Design volcado_memoria_debug_flat, sky130hd; sources not shown.
Figure 1. Gate-type map (run 1).
Scale: 6 px per um.
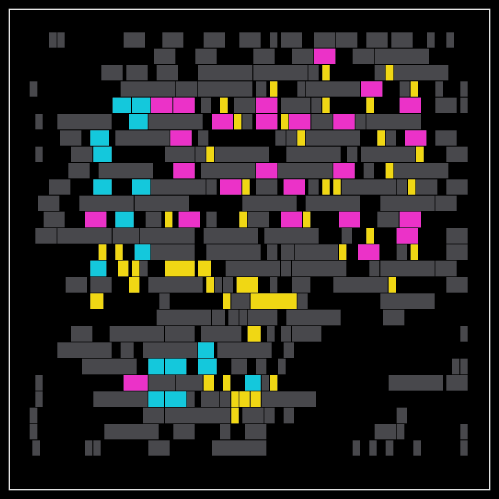
| color | family | cells | most used |
|---|---|---|---|
| cyan | non-inverting ao/oa cells | 17 | a22o_1 |
| yellow | nand cells | 45 | nand2_1 |
| magenta | mux cells | 25 | mux2i_1 |
logic share of the area: 33.8%
Final Non-Filler Cells: 350
most numerous logic cell after layout: clkdlybuf4s50_1

Figure 2. Metal layers overlaid (run 1).
Scale: 4 px per um. Only two layers are drawn.
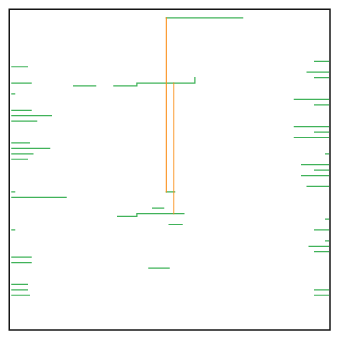
| color | layer | wire length |
|---|---|---|
| orange | metal 4 | 76.2 um |
| green | metal 3 | 255 um |
WL final: 4580 um
routed len/inst: 13.1 um
All-Layer GR Usage: 15.3%
vias: 1688

Figure 3. Congestion heat map (run 1).
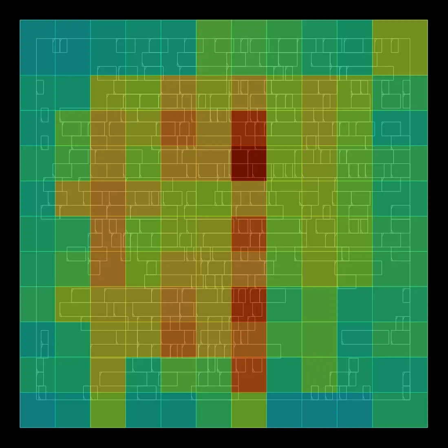
global-route met3 utilization: 3.50%
GR peak layer: met2
GR Layer Usage met2: 24.4%

==> metrics.csv <==
metric;value;unit
status;completed;
drive_gt1_share;5.71;%
cp.depth;4;
hold_path_class;reg -> reg;
grt_max_degree;50;
max-cap-violations;0;
clockBufferDepth;2;
synth_cell_types;34;
cts_tree;yes;
ys_cells;240;
syn_inst;240;
yosys.area_share.adder;0.999;%
cts_root_buffer;clkbuf_8;
crit_path_max_incr_delay;0.55;ns
place.gp.congestion;0.834;
drtIter0Drc;74;
critPathCaptureType;register;
worstSetupPathType;reg -> reg;
gr-total-overflow;0;
ys_seq_share;48.9;%
period_needed;1.91;ns
diodes;0;
hold_depth;2;
drtAntennaViolNets;0;
largest_reg_flops;32;
ys_sh_mux;10.0;%
nets;317;
worstSkewPairLatency;0.30;ns
crit_required;2.19;ns
ys_sh_aoi;13.1;%
rrSetupSlack;0.29;ns
synthFlopType;dfrtp_1;
async_flop_share;100;%
viasPerCell;4.82;
power;3280;uW
dp.cells;342;
edf_count;0;
rr_worst_depth;4;
xor_share;0.349;%
die_y;79.8;um
worstPathCellList;nor3b_4 > nand4_4 > nand2b_4 > mux2_2;
areaGrowthSynthToFinish;20.1;%
place_area;2910;sq um
fin_tns_setup;0;ns
p_per_area;1090;nW/um^2
cp_data_arrival_time;1.90;ns
synth_area;2510;sq um
preCtsSetupSlack;0.312;ns
top_cell_area_share;48.9;%
top_area_cell;dfrtp_1;
syn_area_per_cell;10.4;sq um
cts.repair.resized;0;
yosys-top-cells-count;dfrtp_1, buf_4, nand2_1, mux2i_1, o21ai_0;
cp_top_family;simple AND/OR/NAND/NOR gates;
grt_pass1_wl;7560;um
fmax;0.524;GHz
startpoint_type;register;
fill_cells;440;
drc;0;
ios;79;
numSynthFlops;49;
placement.io_buffers;51;
mostFrequentLayoutCells;clkdlybuf4s50_1, dfrtp_1, nand2_1, conb_1;
cts_max_level;2;
cts.sinks;49;
first_pass_iters;4;
logic_family;buffers and inverters;
die_w;79.8;um
ys_sh_simple;12.1;%
cellLeakagePower;0.00149;uW
slew_viol_final;0;
max_slew_margin;21.8;%
cts_buffers;5;
clkTransAtPathRegs;0.09;ns
finalSetupViolCount;0;
ir_drop;676;uV
grt_pass1_vias;1601;
core_area;5170;sq um
design_area;3010;sq um
die-area;6370;sq um
grt_antenna_before_repair;0;
setup_slack;0.290;ns
finalCritPeriodShare;86.8;%
grt_setup_unrepaired;no;
row_count;26;
hpwlAfterDp;3290;um
cp_max_fo;11;
core_util_floorplan;48.5;%
ys_area;2510;sq um
cts_setup_buffers;0;
cp_num_buf_inv;0;
worst_path_max_delay_cell;dfrtp_1;
top_cell;dfrtp_1;
finalHoldViolations;0;
area_leaders;dfrtp_1, buf_4, mux2i_1, nand2_1, o21ai_0;
postLayoutCoreUtil;58.2;%
ys_warn_count;0;
fin_hold_ws;0.282;ns
tightestPinTransition;1.17;ns
warnings;26;
postCtsHoldBufs;0;
[run 1: power breakdown]
part | internal [uW] | switching (uW) | total, uW
clock | 341 | 301 | 642
sequential | 1170 | 181 | 1350
combinational | 605 | 681 | 1290
total | 2110 | 1160 | 3280
[run 1: area by class of cell]
cell class                      count  area, sq um  area share, %
Clock buffer                        6         72.6           2.41
Clock inverter                      2         38.8           1.29
Inverter                            3         11.3          0.374
Multi-Input combinational cell    166         1020           33.8
Sequential cell                    49         1230           40.7
Tap cell                           70         87.6           2.91
Timing Repair Buffer               54          556           18.5
[run 1: per-layer routing]
metal	vias to the layer above	routed length (um)	share of wire, %	track usage (%)
met3	4	254	5.5	3.50
met4	0	76	1.7	6.08
met1	791	2080	45	20.1
met5	-	0	0	0
li1	841	-	-	-
met2	52	2170	47	24.4
Power and IR drop assume default switching activity.
